## src/rtl/uart_pkg.sv

```systemverilog
// Shared types and constants for the UART transmit path.
// Sizing helper keeps counters at least one bit wide for degenerate parameters.
package uart_pkg;

  typedef enum logic [1:0] {
    IDLE  = 2'd0,
    START = 2'd1,
    DATA  = 2'd2,
    STOP  = 2'd3
  } tx_state_t;

  localparam logic UART_IDLE_LEVEL  = 1'b1;
  localparam logic UART_START_LEVEL = 1'b0;

  // Width of a counter that must hold 0..v-1, never narrower than one bit.
  function automatic int clog2_min1(input int v);
    if (v <= 2) return 1;
    return $clog2(v);
  endfunction

endpackage

```

## src/rtl/uart_tx_if.sv

```systemverilog
// FIFO read port plus serial line outputs of the UART transmitter.
// Handshake: fifo_data is valid whenever fifo_empty=0; fifo_read is a one-cycle
// pop strobe, and the word is taken on the same rising edge that sees fifo_read=1.
interface uart_tx_if
  import uart_pkg::*;
#(
  parameter int DATA_BITS = 8
);
  logic                 fifo_empty;
  logic [DATA_BITS-1:0] fifo_data;
  logic                 fifo_read;
  logic                 tx;
  logic                 busy;
  logic                 done_tick;

  // The transmitter side.
  modport slave (
    input  fifo_empty,
    input  fifo_data,
    output fifo_read,
    output tx,
    output busy,
    output done_tick
  );

  // The FIFO / environment side.
  modport master (
    output fifo_empty,
    output fifo_data,
    input  fifo_read,
    input  tx,
    input  busy,
    input  done_tick
  );
endinterface

```

## src/rtl/uart_baud_gen.sv

```systemverilog
// Bit-period timer: counts 0..CLKS_PER_BIT-1 and flags the last cycle of each bit.
// A clear restarts the period so every state begins on a full bit.
module uart_baud_gen
  import uart_pkg::*;
#(
  parameter int CLKS_PER_BIT = 10417
) (
  input  logic clk,
  input  logic reset,
  input  logic clear,
  output logic bit_end
);

  localparam int            CW   = clog2_min1(CLKS_PER_BIT);
  localparam logic [CW-1:0] LAST = CW'(CLKS_PER_BIT - 1);

  logic [CW-1:0] r_cnt;
  logic          w_last;

  assign w_last  = (r_cnt == LAST);
  assign bit_end = w_last;

  always_ff @(posedge clk or posedge reset) begin
    if (reset) begin
      r_cnt <= '0;
    end else if (clear || w_last) begin
      r_cnt <= '0;
    end else begin
      r_cnt <= r_cnt + CW'(1);
    end
  end

endmodule

```

## src/rtl/uart_tx.sv

```systemverilog
// UART transmitter: pops one word from a show-ahead FIFO and sends it as
// start bit, DATA_BITS data bits LSB first, one stop bit.
module uart_tx
  import uart_pkg::*;
#(
  parameter int DATA_BITS    = 8,
  parameter int CLKS_PER_BIT = 10417
) (
  input  logic      clk,
  input  logic      reset,
  uart_tx_if.slave  bus,
  output tx_state_t o_state
);

  localparam int            IW       = clog2_min1(DATA_BITS);
  localparam logic [IW-1:0] LAST_IDX = IW'(DATA_BITS - 1);

  tx_state_t            r_state;
  logic [DATA_BITS-1:0] r_shift;
  logic [IW-1:0]        r_idx;
  logic                 r_tx;
  logic                 r_busy;
  logic                 r_done;

  tx_state_t            w_state_next;
  logic [DATA_BITS-1:0] w_shift_next;
  logic [IW-1:0]        w_idx_next;
  logic                 w_tx_next;
  logic                 w_fifo_read;
  logic                 w_bit_end;
  logic                 w_clear;
  logic                 w_done_next;

  // Gated by reset so no pop can leak out while the block is held idle.
  assign w_fifo_read = (r_state == IDLE) && !bus.fifo_empty && !reset;

  // The timer idles at zero and restarts on every state change.
  assign w_clear = (r_state == IDLE) || (w_state_next != r_state);

  uart_baud_gen #(
    .CLKS_PER_BIT(CLKS_PER_BIT)
  ) u_baud (
    .clk    (clk),
    .reset  (reset),
    .clear  (w_clear),
    .bit_end(w_bit_end)
  );

  always_comb begin
    w_state_next = r_state;
    w_shift_next = r_shift;
    w_idx_next   = r_idx;
    case (r_state)
      IDLE: begin
        if (w_fifo_read) begin
          w_state_next = START;
          w_shift_next = bus.fifo_data;
          w_idx_next   = '0;
        end
      end
      START: begin
        if (w_bit_end) begin
          w_state_next = DATA;
        end
      end
      DATA: begin
        if (w_bit_end) begin
          w_shift_next = r_shift >> 1;
          if (r_idx == LAST_IDX) begin
            w_state_next = STOP;
            w_idx_next   = '0;
          end else begin
            w_idx_next = r_idx + IW'(1);
          end
        end
      end
      STOP: begin
        if (w_bit_end) begin
          w_state_next = IDLE;
        end
      end
      default: begin
        w_state_next = IDLE;
      end
    endcase
  end

  // Line level is chosen from the state being entered so tx is a clean flop output.
  always_comb begin
    w_tx_next = UART_IDLE_LEVEL;
    case (w_state_next)
      START:   w_tx_next = UART_START_LEVEL;
      DATA:    w_tx_next = w_shift_next[0];
      default: w_tx_next = UART_IDLE_LEVEL;
    endcase
  end

  assign w_done_next = (r_state == STOP) && w_bit_end;

  always_ff @(posedge clk or posedge reset) begin
    if (reset) begin
      r_state <= IDLE;
      r_shift <= '0;
      r_idx   <= '0;
      r_tx    <= UART_IDLE_LEVEL;
      r_busy  <= 1'b0;
      r_done  <= 1'b0;
    end else begin
      r_state <= w_state_next;
      r_shift <= w_shift_next;
      r_idx   <= w_idx_next;
      r_tx    <= w_tx_next;
      r_busy  <= (w_state_next != IDLE);
      r_done  <= w_done_next;
    end
  end

  assign bus.fifo_read = w_fifo_read;
  assign bus.tx        = r_tx;
  assign bus.busy      = r_busy;
  assign bus.done_tick = r_done;
  assign o_state       = r_state;

  a_read_only_idle : assert property (@(posedge clk) disable iff (reset)
    bus.fifo_read |-> (r_state == IDLE));

  a_idle_line_high : assert property (@(posedge clk) disable iff (reset)
    (r_state == IDLE) |-> (bus.tx == UART_IDLE_LEVEL) && !bus.busy);

  a_done_single : assert property (@(posedge clk) disable iff (reset)
    bus.done_tick |=> !bus.done_tick);

endmodule

```

## src/flat_wrapper.sv

```systemverilog
// flat-port wrapper written by rule: the top's interface ports become plain ports
module uart_tx_flat import uart_pkg::*;
#(
  parameter int DATA_BITS    = 8,
  parameter int CLKS_PER_BIT = 10417
)
  (clk, reset, o_state, bus_fifo_empty, bus_fifo_data, bus_fifo_read, bus_tx, bus_busy, bus_done_tick);
  uart_tx_if #(.DATA_BITS(DATA_BITS)) bus_i ();
  input  logic clk;
  input  logic reset;
  output tx_state_t o_state;
  input wire logic [$bits(bus_i.fifo_empty)-1:0] bus_fifo_empty;
  input wire logic [$bits(bus_i.fifo_data)-1:0] bus_fifo_data;
  output wire logic [$bits(bus_i.fifo_read)-1:0] bus_fifo_read;
  output wire logic [$bits(bus_i.tx)-1:0] bus_tx;
  output wire logic [$bits(bus_i.busy)-1:0] bus_busy;
  output wire logic [$bits(bus_i.done_tick)-1:0] bus_done_tick;
  assign bus_i.fifo_empty = bus_fifo_empty;
  assign bus_i.fifo_data = bus_fifo_data;
  assign bus_fifo_read = bus_i.fifo_read;
  assign bus_tx = bus_i.tx;
  assign bus_busy = bus_i.busy;
  assign bus_done_tick = bus_i.done_tick;
  uart_tx #(.DATA_BITS(DATA_BITS), .CLKS_PER_BIT(CLKS_PER_BIT)) u_core (.clk(clk), .reset(reset), .bus(bus_i), .o_state(o_state));
endmodule
```

## config.mk

```make
export PLATFORM = sky130hd
export DESIGN_NAME = uart_tx_flat
export DESIGN_NICKNAME = d
export VERILOG_FILES = /design/src/rtl/uart_pkg.sv /design/src/rtl/uart_tx_if.sv /design/src/rtl/uart_baud_gen.sv /design/src/rtl/uart_tx.sv /design/src/flat_wrapper.sv
export SDC_FILE = /design/constraint.sdc
export NUM_CORES = 1
export LEC_CHECK = 0
export CORE_AREA = 2 2 58 54
export CTS_CLUSTER_DIAMETER = 200
export DETAILED_ROUTE_END_ITERATION = 6
export DIE_AREA = 0 0 60 56
export GPL_TIMING_DRIVEN = 0
export PLACE_DENSITY = 0.85
export SLEW_MARGIN = 5
export SYNTH_ARGS = -nofsm -noshare
export SYNTH_HDL_FRONTEND = slang
export SYNTH_SLANG_ARGS = --single-unit
```

## constraint.sdc

```tcl
create_clock -name clk -period 2.2 [get_ports clk]
set_input_delay 0.66 -clock clk [delete_from_list [all_inputs] [get_ports clk]]
set_output_delay 0.66 -clock clk [all_outputs]
set_load 0.01 [all_outputs]
```

Fig. 1: power grid
Pins as bars on the die edge.
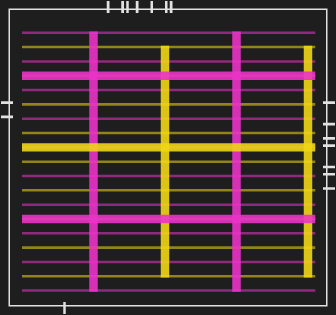
Yellow stands for VDD. Magenta stands for VSS.
17 signal pins sit on the boundary. 4 straps on met4.
Peak supply drop: 0.334 mV
die x size: 60 um
core outline area: 2730 sq um
Die Y-Extent: 56 um

Fig. 2: M1 wires
Scale bar: 20 um. Supply wires on this layer in gray.
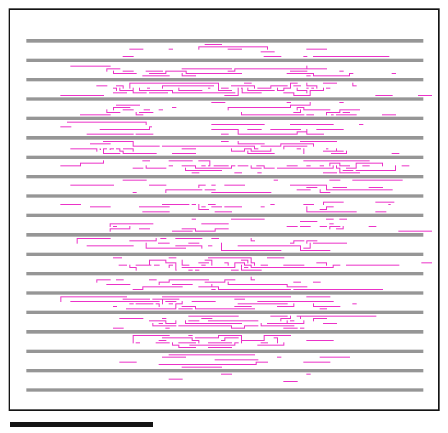
The layer holds 44% of the routed length. The layer carries 1200 um of wire. 166 nets have wire on it. The wires run mostly horizontal. The longest straight run is 17.9 um.
GR met1 Demand/Resource: 0.225
total number of vias: 1074

Fig. 3: routing congestion
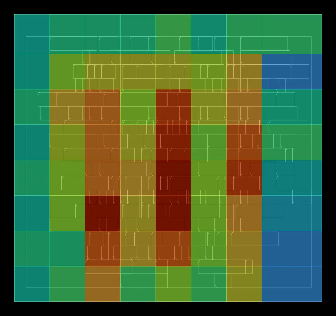
routing usage on met2: 0.297
met3 track utilization from global routing: 0.0721

Fig. 4: selected gate families
Scale bar: 20 um.
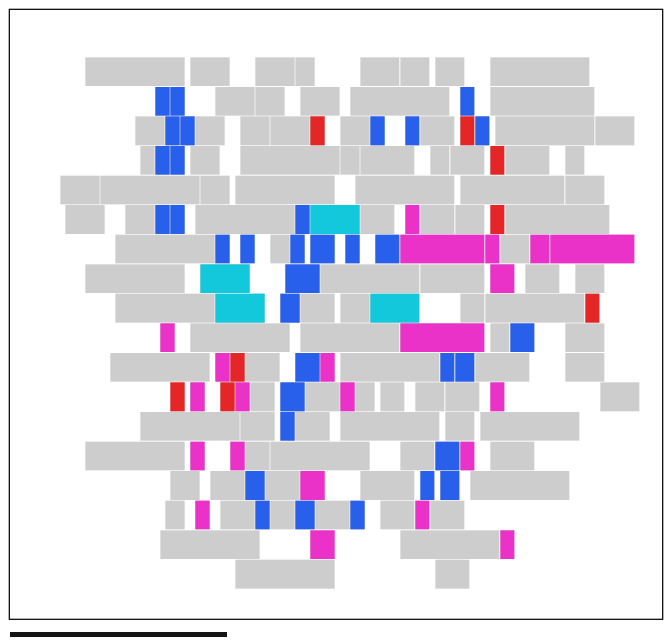
Magenta stands for nor cells, cells 22. Blue stands for nand cells, cells 34. Cyan stands for fa/ha/maj cells, cells 4, where center. Red stands for inv cells, cells 8.
non-filler instance count after layout: 207
fraction of standard cell area in multi-input logic: 0.380

Fig. 5: signal wires on met3
Scale bar: 20 um.
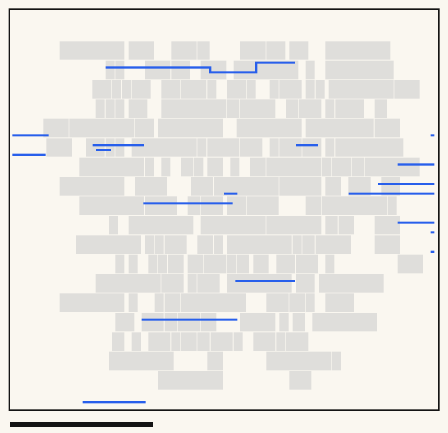
The layer carries 122 um of wire. The wires run mostly horizontal. 14 nets have wire on it. The longest straight run is 14.5 um. The layer holds 4.5% of the routed length.
DRT Wirelength: 2.74 mm

final cells by class:
cell class | count | share of cell area
Buffer | 3 | 0.0149
Clock buffer | 7 | 0.0312
Clock inverter | 1 | 0.00284
Inverter | 8 | 0.0170
Multi-Input combinational cell | 99 | 0.380
Sequential cell | 30 | 0.428
Tap cell | 40 | 0.0284
Timing Repair Buffer | 19 | 0.0973
per-stage QoR:
step                hold slack (ps)  utilization  cell area [sq um]  worst slack [ps]
floorplan                       446            -               1440              73.4
global placement                459        0.604               1650             -1200
detailed placement              463        0.604               1650             -1200
CTS                             486        0.641               1750              29.9
global route                    502        0.646               1760              19.4
finish                          484        0.646               1760              97.6
path summary, 6_finish.rpt:
kind | start | endpoint | cells past startpoint | slack [ps]
worst max-delay path | u_core.o_state[0] | bus_fifo_read | 3 | 100
worst min-delay path | u_core.r_shift[1] | u_core.r_shift[1] | 2 | 480
worst max register to register | u_core.u_baud.r_cnt[3] | u_core.bus.tx | 5 | 140
worst min register to register | u_core.r_shift[1] | u_core.r_shift[1] | 2 | 480
max in group asynchronous | reset | u_core.o_state[1] | 2 | 860
min in group asynchronous | reset | u_core.bus.done_tick | 2 | 620
power breakdown:
group | internal, mW | switching [mW]
Clock | 0.155 | 0.191
Sequential | 0.645 | 0.0889
Combinational | 0.114 | 0.147
cell families after synthesis:
group                    Yosys count  synth area share
AND-OR/OR-AND                     16            0.0793
buffers and inverters             11            0.0305
adder cells (fa/ha/maj)            4            0.0349
flip-flops                        30             0.524
XOR/XNOR                          13            0.0846
AND/OR/NAND/NOR                   65             0.239
multiplexers                       1           0.00785
critical path: stages (launching register included):
cell and delay, ps:
sky130_fd_sc_hd__dfrtp_2 470, sky130_fd_sc_hd__nor4_4 330, sky130_fd_sc_hd__clkbuf_8 190, sky130_fd_sc_hd__buf_2 120
per-layer routing:
| metal | vias to the layer above | global-route usage | part of all wire | routed length (um) |
|---|---|---|---|---|
| met5 | - | 0 | 0 | 0 |
| met4 | 0 | 0.0952 | 0.023 | 62 |
| met3 | 6 | 0.0721 | 0.045 | 122 |
| met2 | 22 | 0.297 | 0.50 | 1360 |
| met1 | 517 | 0.225 | 0.44 | 1200 |
| li1 | 529 | - | - | - |
sequential cells by signal, summed over array words and instances (netlist names):
signal                cells
u_core.r_idx              3
u_core.o_state            2
u_core.bus.tx             1
u_core.bus.busy           1
u_core.u_baud.r_cnt      14
u_core.bus.done_tick      1
u_core.r_shift            8
timing repair:
action / CTS / global route
hold buffers: 0 / 0
gates resized: 13 / 6
hold endpoints to repair: 0 / 0
endpoints found under the setup margin: 9 / 10
buffers inserted: 2 / 1
pin swaps: 1 / 1
==> out/notes.md <==
The run finished with clean final reports. The run gives 17 for the number of top-level pins. For this run the detailed placement stage logged an HPWL of 1.93 mm. Sorting the synthesized cells by area gives the leading types as sky130_fd_sc_hd__dfrtp_1 (51%), sky130_fd_sc_hd__nand2_1 (5.8%), sky130_fd_sc_hd__xor2_1 (5.5%).

The via count of the first global-routing pass was 1046; the actual transition at the worst max-transition pin was 1090 ps. The critical path data required time came out at 1540 ps. Per the log, the first TritonRoute iteration ended with a DRC count of 49. In the final routed layout, each cell accounts on average for 13.2 um. Synthesis inferred 30 register bits. The chip occupies 3360 sq um. Among logic cells in the layout, the one with the most instances is sky130_fd_sc_hd__dfrtp_1.

The root buffer cell chosen for the clock tree is sky130_fd_sc_hd__clkbuf_4. For reference, the placement row count at floorplan is 18. The worst max-slew margin expressed relative to the limit was 0.272; the unique cell type count in the Yosys netlist was 35. The final max-slew violation count recorded for this run is 0. The most used flip-flop cell after synthesis is sky130_fd_sc_hd__dfrtp_1. Per the timing report, the achievable frequency comes out to 0.476 GHz. The worst-skew pair later-pin latency came out at 340 ps.

Final hold violation count: 0. The report counts max-capacitance violations totalling 0. The end-of-flow timing check tallies setup violations at 0. On the worst setup and hold paths after CTS, the clock-pin slew comes to 90 ps. Before any placement, the netlist area is recorded as 1440 sq um. TritonCTS created 5 clock buffers.

Setup repair after global routing left no endpoint under its margin. The footprint of the flip-flops and latches came out at 754 sq um. The run gives 0.956 for the final cycle utilization of the critical path. The final setup TNS was 0 ps.

Including well taps, the total number of placed cells is 196. The most common cell in the synthesized netlist is sky130_fd_sc_hd__dfrtp_1. The flow measured a signed area growth from synthesis to layout of 22.8%. STA classifies the critical path startpoint as a flop.
Power and IR drop assume default switching activity.
